layers.png
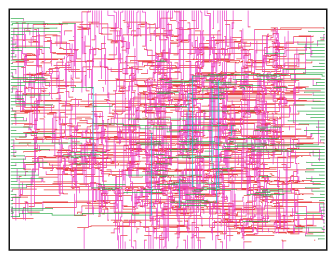
pinout.png
Pins as bars across the die edge, other pins in gray.
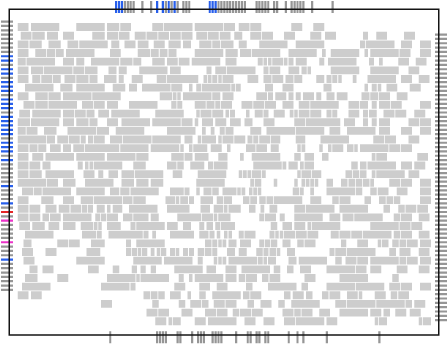
==> config.mk <==
export PLATFORM = sky130hd
export DESIGN_NAME = mem_access_unit
export DESIGN_NICKNAME = d
export VERILOG_FILES = /design/src/rtl/mem_access_pkg.sv /design/src/rtl/lsu_lane_align.sv /design/src/rtl/mem_access_unit.sv
export SDC_FILE = /design/constraint.sdc
export NUM_CORES = 1
export LEC_CHECK = 0
export CAP_MARGIN = 20
export CORE_ASPECT_RATIO = 0.75
export CORE_MARGIN = 2
export CORE_UTILIZATION = 46
export DETAILED_ROUTE_END_ITERATION = 7
export GPL_TIMING_DRIVEN = 0
export PLACE_DENSITY = 0.83
export SLEW_MARGIN = 20
export SYNTH_ARGS = -nofsm -noshare
export SYNTH_HDL_FRONTEND = slang
export SYNTH_SLANG_ARGS = --single-unit
==> constraint.sdc <==
create_clock -name clk -period 4.4 [get_ports clk]
set_clock_uncertainty 0.05 [all_clocks]
set_input_delay 1.32 -clock clk [delete_from_list [all_inputs] [get_ports clk]]
set_output_delay 1.32 -clock clk [all_outputs]
set_load 0.05 [all_outputs]
==> src/rtl/mem_access_pkg.sv <==
// Shared types and constants for the MEM-stage load/store initiator.
// Optional MEM_ACCESS_ALIGN_CHECK_EN build flag is consumed by mem_access_unit.
package mem_access_pkg;

  localparam int unsigned WORD_BYTES = 4;
  localparam int unsigned LANE_BITS  = $clog2(WORD_BYTES);

  typedef enum logic [1:0] {
    SZ_BYTE = 2'b00,
    SZ_HALF = 2'b01,
    SZ_WORD = 2'b10
  } size_e;

  typedef enum logic [1:0] {
    IDLE,
    READ,
    WRITE,
    RESP
  } state_e;

  // The unused size code 2'b11 behaves exactly like a word access.
  function automatic size_e decodeSize(input logic [1:0] rawSize);
    case (rawSize)
      2'b00:   return SZ_BYTE;
      2'b01:   return SZ_HALF;
      default: return SZ_WORD;
    endcase
  endfunction

endpackage

==> src/rtl/lsu_lane_align.sv <==
// Little-endian lane handling shared by loads and sub-word stores:
// extracts and extends the addressed lane of a read word, and merges
// store data into that lane while keeping every other bit.
module lsu_lane_align
  import mem_access_pkg::*;
(
  input  size_e                accessSize_i,
  input  logic                 signExt_i,
  input  logic [LANE_BITS-1:0] lane_i,
  input  logic [31:0]          readWord_i,
  input  logic [31:0]          storeData_i,
  output logic [31:0]          loadData_o,
  output logic [31:0]          mergedWord_o
);

  logic [7:0]  laneByte;
  logic [15:0] laneHalf;

  // Half accesses select their lane by the upper lane bit only.
  assign laneByte = readWord_i[{lane_i, 3'b000} +: 8];
  assign laneHalf = readWord_i[{lane_i[1], 4'b0000} +: 16];

  // Extend the extracted lane for loads and splice store data into the read word.
  always_comb begin
    loadData_o   = readWord_i;
    mergedWord_o = readWord_i;
    case (accessSize_i)
      SZ_BYTE: begin
        loadData_o = {{24{signExt_i & laneByte[7]}}, laneByte};
        mergedWord_o[{lane_i, 3'b000} +: 8] = storeData_i[7:0];
      end
      SZ_HALF: begin
        loadData_o = {{16{signExt_i & laneHalf[15]}}, laneHalf};
        mergedWord_o[{lane_i[1], 4'b0000} +: 16] = storeData_i[15:0];
      end
      default: begin
        loadData_o   = readWord_i;
        mergedWord_o = storeData_i;
      end
    endcase
  end

endmodule

==> src/rtl/mem_access_unit.sv <==
// Load/store initiator between the MEM stage and a word-indexed data memory.
// Sub-word stores are done as read-modify-write through lsu_lane_align.
// Define MEM_ACCESS_ALIGN_CHECK_EN to fault misaligned or out-of-range requests.
module mem_access_unit
  import mem_access_pkg::*;
#(
  parameter int unsigned ADDR_W      = 32,
  parameter int unsigned DEPTH_WORDS = 16
) (
  input  logic              clk,
  input  logic              rst,
  input  logic              req_valid,
  output logic              req_ready,
  input  logic              req_write,
  input  logic [1:0]        req_size,
  input  logic              req_signed,
  input  logic [ADDR_W-1:0] req_addr,
  input  logic [31:0]       req_wdata,
  output logic              resp_valid,
  output logic [31:0]       resp_rdata,
  output logic              resp_err,
  output logic [ADDR_W-1:0] mem_addr,
  output logic              mem_read,
  output logic              mem_write,
  output logic [31:0]       mem_wdata,
  input  logic [31:0]       mem_rdata
);

  state_e            state_q, state_d;
  logic [ADDR_W-1:0] addr_q, addr_d;
  size_e             size_q, size_d;
  logic              signed_q, signed_d;
  logic              write_q, write_d;
  logic [31:0]       wdata_q, wdata_d;
  logic [31:0]       rdata_q, rdata_d;
  size_e             reqSize;
  logic [31:0]       loadData;
  logic [31:0]       mergedWord;

  assign reqSize = decodeSize(req_size);

  // Memory strobes come straight from the state so an async reset drops them at once.
  assign req_ready  = (state_q == IDLE);
  assign resp_valid = (state_q == RESP);
  assign mem_read   = (state_q == READ);
  assign mem_write  = (state_q == WRITE);
  assign mem_addr   = addr_q >> LANE_BITS;
  assign mem_wdata  = wdata_q;
  assign resp_rdata = resp_valid ? rdata_q : 32'h0;

`ifdef MEM_ACCESS_ALIGN_CHECK_EN
  logic err_q, err_d;
  logic reqFault;

  assign reqFault = ((reqSize == SZ_HALF) && req_addr[0]) ||
                    ((reqSize == SZ_WORD) && (req_addr[LANE_BITS-1:0] != '0)) ||
                    ((req_addr >> LANE_BITS) >= ADDR_W'(DEPTH_WORDS));
  assign resp_err = resp_valid & err_q;
`else
  assign resp_err = 1'b0;
`endif

  lsu_lane_align u_lane_align (
    .accessSize_i (size_q),
    .signExt_i    (signed_q),
    .lane_i       (addr_q[LANE_BITS-1:0]),
    .readWord_i   (mem_rdata),
    .storeData_i  (wdata_q),
    .loadData_o   (loadData),
    .mergedWord_o (mergedWord)
  );

  // Next-state logic: capture the request on accept, then sequence READ/WRITE/RESP.
  always_comb begin
    state_d  = state_q;
    addr_d   = addr_q;
    size_d   = size_q;
    signed_d = signed_q;
    write_d  = write_q;
    wdata_d  = wdata_q;
    rdata_d  = rdata_q;
`ifdef MEM_ACCESS_ALIGN_CHECK_EN
    err_d    = err_q;
`endif
    case (state_q)
      IDLE: begin
        if (req_valid) begin
          addr_d   = req_addr;
          size_d   = reqSize;
          signed_d = req_signed;
          write_d  = req_write;
          wdata_d  = req_wdata;
          rdata_d  = 32'h0;
          if (req_write && (reqSize == SZ_WORD)) begin
            state_d = WRITE;
          end else begin
            state_d = READ;
          end
`ifdef MEM_ACCESS_ALIGN_CHECK_EN
          err_d = reqFault;
          if (reqFault) begin
            state_d = RESP;
          end
`endif
        end
      end
      READ: begin
        if (write_q) begin
          wdata_d = mergedWord;
          state_d = WRITE;
        end else begin
          rdata_d = loadData;
          state_d = RESP;
        end
      end
      WRITE:   state_d = RESP;
      RESP:    state_d = IDLE;
      default: state_d = IDLE;
    endcase
  end

  // State and request registers; reset abandons any request in flight.
  always_ff @(posedge clk or posedge rst) begin
    if (rst) begin
      state_q  <= IDLE;
      addr_q   <= '0;
      size_q   <= SZ_BYTE;
      signed_q <= 1'b0;
      write_q  <= 1'b0;
      wdata_q  <= 32'h0;
      rdata_q  <= 32'h0;
`ifdef MEM_ACCESS_ALIGN_CHECK_EN
      err_q    <= 1'b0;
`endif
    end else begin
      state_q  <= state_d;
      addr_q   <= addr_d;
      size_q   <= size_d;
      signed_q <= signed_d;
      write_q  <= write_d;
      wdata_q  <= wdata_d;
      rdata_q  <= rdata_d;
`ifdef MEM_ACCESS_ALIGN_CHECK_EN
      err_q    <= err_d;
`endif
    end
  end

endmodule

==> changes_impl.md <==
### Changed

- Clk_lat worst skew: 0.34 ns
- Non-clock buffer share: 29.1%
- Power share of the combinational group: 63.3%
- Combinational power: 4.57 mW
- # placed instances: 937
- Max Fclk: 261 MHz
- Top-area cell share: 43.4%
- CP startpoint: state_q[0]$_DFFE_PP0P_
- Syn Area/Cell: 10.4 sq um
- Worst vdd ir: 0.542 mV
- Post-DP HPWL: 15100 um
- CTS buffer count: 9
- FF-to-FF Start: addr_q[1]$_DFFE_PP0P_
- Dpl cell area: 8130 sq um
- Port Buf Inserts: 200
- Largest cell class by area: combinational gates
- Buffers, non-clock: 274
- NumNets Final: 894
- Top cell excl fill/tap: clkdlybuf4s50_1
- H-tree depth: 3
- Pwr top: combinational logic
- Post-synthesis sequential area ratio: 43.4%
- Final hold vios: 0
- Vias per inst: 5.80
- Drt wl/cell: 20.2 um
- Post-CTS setup buffers: 0
- Status: complete, no violations
- Gr usage total: 28.0%
- Slowest stage cell, crit path: clkdlybuf4s50_1
- PwrDens: 852 nW/um^2
- # Taps: 166
- Final setup fails: 0
- Critical path class: register to output port
- Metal-1 WL: 8420 um
- DR WL met3: 1950 um
- Switch share: 48.7%
- Worst Hold Endpoint: rdata_q[13]$_DFFE_PP0P_
- Synth-to-Final Area Change: 44.0%
- Seq/total area: 30.1%
- Multi-In Gates: 384
- Min-Delay Path Class: register to register
- ANT cells: 0
- Pins Over Slew Limit: 0
- Synth warn: 0
- WHS Path Cells: 1
- Worst rel slew slack: 60.0%
- Multi-input gate area: 2860 sq um
- Layout cell share with drive strength beyond 1: 14.8%
- Top cells by area, synth: dfrtp_1, mux2_2, a221o_1
- Clock power frac: 12.6%
- Buffer depth of the longest clock path: 2
- Flops after synth: 102
- Largest net degree at the start of global routing: 59
- Synth area leader: dfrtp_1
- Row count: 35
- Initial drt markers: 419
- Sequential group power: 1.73 mW
- DR vias: 5526
- CP endpoint: resp_rdata[13]
- Max-cap viol count: 0
- Final WL: 19200 um
- Worst-margin pin slew: 0.599 ns
- Power Total: 7.22 mW
- Antenna Nets Post-Route: 0
- Post-layout min period: 3.84 ns
- # IOs: 204
- Min-delay src: rdata_q[13]$_DFFE_PP0P_
- Mapped Cells: 568
- Signal inverters: 11
- Cells in synth_stat.txt: 568
- Clock Pin Slew Worst Setup and Hold Paths: 0.07 ns
- Static leakage: 3.56 nW
- Clk root buf: clkbuf_16
- Global-route wire length before repair: 29400 um
- Initial antenna violation count: 0
- Last weighted congestion value of the routability-driven placer: 0.958
- Number of enable flip-flop cells: 0
- Design area: 8470 sq um
- Clk_buf instances: 10
- Chip Area, Yosys: 5880 sq um
- Number of global-route vias before repair: 5333
- Clk sinks: 102
- Internal reg-to-reg setup slack: 1.96 ns
- Top post-synthesis cells by count: dfrtp_1, a21oi_1, buf_4, mux2_2, nor2_1
- Clock network area share: 3.98%
- Switching power: 3.51 mW
- Crit path DAT: 2.47 ns
- DRC: 0
- M3 GR Usage: 6.85%
- Sequential Power Share: 24.0%
- GRT Residual Overflow: 0
- DRT Pass-1 Iters: 5
- GR Layer Usage met2: 45.0%
- End-of-flow core utilization: 68.3%
- Comb/total area: 33.8%
- Startpoint types: register
- Synthesized area: 5880 sq um
- Most Crowded Layer GR: met2
- Hold_buf cts: 0
- Clock group: 0.911 mW
- Most used flip-flop cell: dfrtp_1
- Post-Layout Cell Count: 952
- Die x size: 135 um
- Fillers: 944
- Most numerous logic cells after layout: clkdlybuf4s50_1, dfrtp_1, a21oi_1
- Post-synth ARST share: 100%
- Core Region: 12400 sq um
- Worst Setup End Kind: output port
- Worst Path Required: 3.03 ns
- CP Max Fanout: 10
- Worst-path cell chain: ha_1 -> clkbuf_1 -> and2_1 -> clkdlybuf4s50_1
- CP max stage delay: 0.81 ns
- Length in cells of the worst reg-to-reg path: 8
- CTS tree: yes
- Flops: 102
- Post-CTS Resized: 0
- FP Util: 47.5%
- Met1 GRT Util: 39.2%
- Cycle use final: 87.2%
- Met2 wire len: 8580 um
- Worst r2r dst: mem_wdata[30]$_DFFE_PP0P_
- Int Power: 3.70 mW
- Die span in y: 102 um
- Die Size: 13700 sq um
- Tool Warnings: 33
- Reg area: 2550 sq um
- Unique cell types: 47
- Topmost layer with routed signal wires: met4
- Synth top cell by count: dfrtp_1
- RSZ-0062 raised after global routing: false
Notes on layers.png above:
[cyan] M4 | wire length: 243 um
[green] M3 | wire length: 1950 um
[red] M1 | wire length: 8420 um
[magenta] M2 | wire length: 8580 um

Notes on pinout.png above:
[blue] req_addr | pins: 32 | direction: input | edge: 22 left, 10 top
[magenta] req_size | pins: 2 | direction: input | edge: left
[red] req_valid | pins: 1 | direction: input | edge: left
all pins by edge: 67 right, 63 left, 47 top, 27 bottom

## cells by family after synthesis
family	count (synthesis)	synth area share [%]
AND-OR/OR-AND	164	20.6
adder cells (fa/ha/maj)	9	1.91
other	1	0.0638
multiplexers	71	13.1
buffers and inverters	84	8.06
AND/OR/NAND/NOR	137	12.8
flip-flops	102	43.4
## stage by stage
stage,hold slack (ns),setup slack [ns],setup TNS (ns)
global placement,0.420,-1.06,-107.70
CTS,0.445,0.565,0
global route,0.459,0.463,0
finish,0.437,0.563,0
floorplan,0.397,0.355,0
detailed placement,0.430,0.940,0
## critical path, delay by kind of cell, from the launching register on
family,cells,cell delay (ns)
buffers and inverters,2,1.15
AND/OR/NAND/NOR,1,0.21
adder cells (fa/ha/maj),1,0.37
flip-flops,1,0.40
No activity file was given, so power comes from the tool's default toggle rates.
